==> images/layer_met1.png <==
Bar = 20 um. Cells faint in the background.
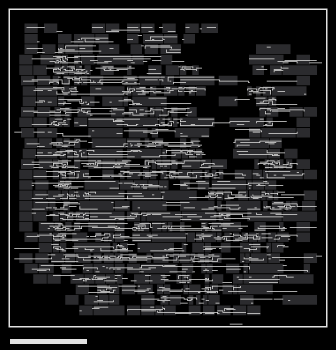
==> images/layer_met2.png <==
Cells faint in the background.
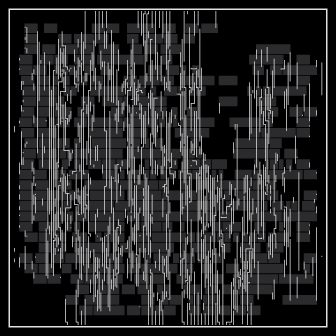
==> images/layer_met3.png <==
Bar = 20 um. Cells faint in the background.
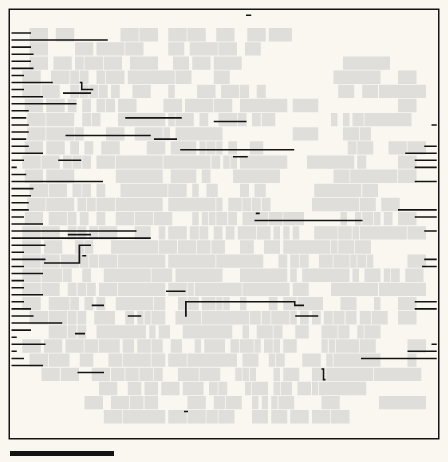
==> images/flops_by_reg.png <==
Other sequential cells in the stronger grey, the rest of the logic in the fainter grey.
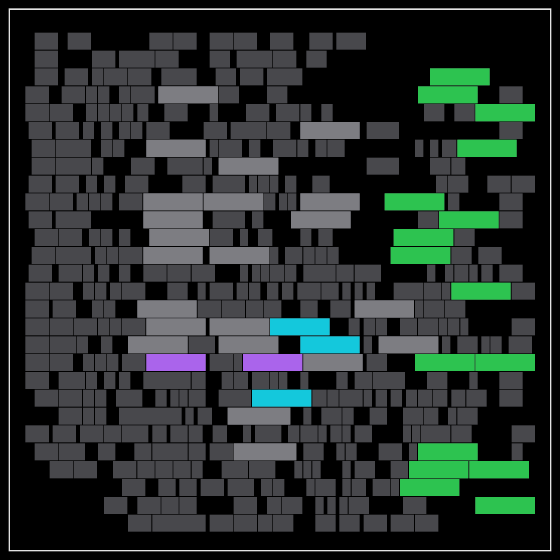
==> images/placement.png <==
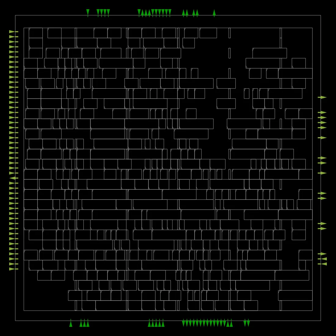
==> config.mk <==
export PLATFORM = sky130hd
export DESIGN_NAME = rk2_rx_sched
export DESIGN_NICKNAME = d
export VERILOG_FILES = /design/src/rtl/rk2_rx_sched.sv
export SDC_FILE = /design/constraint.sdc
export NUM_CORES = 1
export LEC_CHECK = 0
export CORE_MARGIN = 2
export CORE_UTILIZATION = 44
export DETAILED_ROUTE_END_ITERATION = 10
export GPL_ROUTABILITY_DRIVEN = 0
export PLACE_DENSITY = 0.84
export SETUP_SLACK_MARGIN = 0.1
export SYNTH_ARGS = -nofsm -noshare
export SYNTH_HDL_FRONTEND = slang
export SYNTH_SLANG_ARGS = --single-unit
==> constraint.sdc <==
create_clock -name clk -period 2.32 [get_ports clk]
set_input_delay 0.348 -clock clk [delete_from_list [all_inputs] [get_ports clk]]
set_output_delay 0.348 -clock clk [all_outputs]
set_load 0.02 [all_outputs]
==> flow_summary.toml <==
# yosys + openroad results
[logic_synthesis]
ys_seq_share_pct = 40.0
floorplan.nets = 366
mux_share_pct = 11.2
ys_sh_xor_pct = 4.87
largest_area_cell = "dfrtp_1"
ys_async_sr_fraction_pct = 100
synth-simple-area-share_pct = 19.6
synth_flops = 43

[floorplan]
dieHeight_um = 82.3
fp.dieW_um = 82.3

[timing]
fin_crit_ns = 2.13
hold_viol_final = 0
hold_slack_ns = 0.172
layout_setup_ws_ns = 0.185

[layout]
drive_above_1_share_pct = 15.6
layout_top_cell = "clkdlybuf4s50_1"
logic_area_um2 = 1530
area_delta_synth_final_pct = 51.0

[setup_path]
end_kind = "output port"
crit_type = "flip-flop to output port"
max_stage_delay_ns = 0.57
crit_slowest_cell = "clkdlybuf4s50_1"
rr_worst_depth = 5

[run_status]
run_status = "completed"

[clocking]
clkLatencyLatePin_ns = 0.30
cts_buffers = 5
clock-sinks = 43
cts-root-buf = "clkbuf_8"

[grt]
first_global_vias = 2639
antenna_found_initial = 0
grt_overflow = 0

[power_and_ir_drop]
ir_drop_uv = 598

[placed_design]
dp.cells = 481

[route]
remaining_drc_errors = 0
About layer_met1.png:
main direction: horizontal
share of all routed wire: 40%
wire length on this layer: 2940 um
longest straight run: 22.5 um
final WL: 7.38 mm
vias post-DR: 2704

About layer_met2.png:
longest straight run: 46.2 um
main direction: vertical
wire length on this layer: 3830 um
GR Util met2: 40.8%

About layer_met3.png:
wire length on this layer: 477 um
nets with wire on the layer: 81
GR Util met3: 5.65%

About flops_by_reg.png:
| name in the netlist | colour | sequential cells |
|---|---|---|
| `g_idx` | purple | 2 |
| `xfer_cnt` | green | 16 |
| `state` | cyan | 3 |
not coloured: 22
flop share of the area: 26.5%
Flop area: 1080 um^2

About placement.png:
num tapcells: 75
fillers: 463
Util after Layout: 68.7%

[synth_stat cells (2+ instances only)]
library cell	number
nand3_1	23
mux2_2	8
dfstp_2	2
nor2_1	29
xor2_1	5
nor3_1	11
nand2b_1	5
and3_1	2
nand4_1	5
mux2_4	10
and2_1	2
xnor2_1	10
nand2_1	20
mux2i_1	4
buf_6	2
a221o_1	16
inv_1	7
ha_1	2
nand3b_1	2
clkbuf_1	11
dfrtp_1	41
o21ai_0	23
a21oi_1	28
a21o_1	2
[report_power, final]
group	switching, uW	leakage [uW]	internal (uW)	total (uW)
Clock	245	0.0000515	272	517
Combinational	1190	0.00122	1080	2260
Sequential	234	0.000552	1010	1240
[cells by family after synthesis]
logic type      Yosys count
flops                    43
buf+inv                  22
xor+xnor                 15
compound gates           79
fa+ha+maj                 2
mux                      23
simple gates            108
[cell type report]
class                      instances  area share, %
multi-input combinational        227           37.7
timing repair buffer             132           30.4
sequential                        43           26.5
clock buffer                       8           2.46
tap                               75           2.31
inverter                           7          0.646
[repair_timing]
item,CTS,global route
buffers inserted,0,3
hold buffers,0,0
gates resized,24,13
endpoints found under the setup margin,21,23
[layer usage]
metal  up-vias  track usage (%)  wire length (um)
met5         -                0                 0
met4         0             8.00               133
met3        13             5.65               477
met2       102             40.8              3830
li1       1313                -                 -
met1      1276             26.2              2940
[per-stage QoR]
| step | power, uW | cell area [um^2] | setup TNS, ns |
|---|---|---|---|
| floorplan | 2670 | 2700 | 0 |
| global placement | 3460 | 3970 | -0.921 |
| detailed placement | 3540 | 3970 | -1.86 |
| CTS | 3990 | 4050 | 0 |
| global route | 4310 | 4070 | 0 |
| finish | 4020 | 4070 | 0 |
Power and IR drop assume default switching activity.
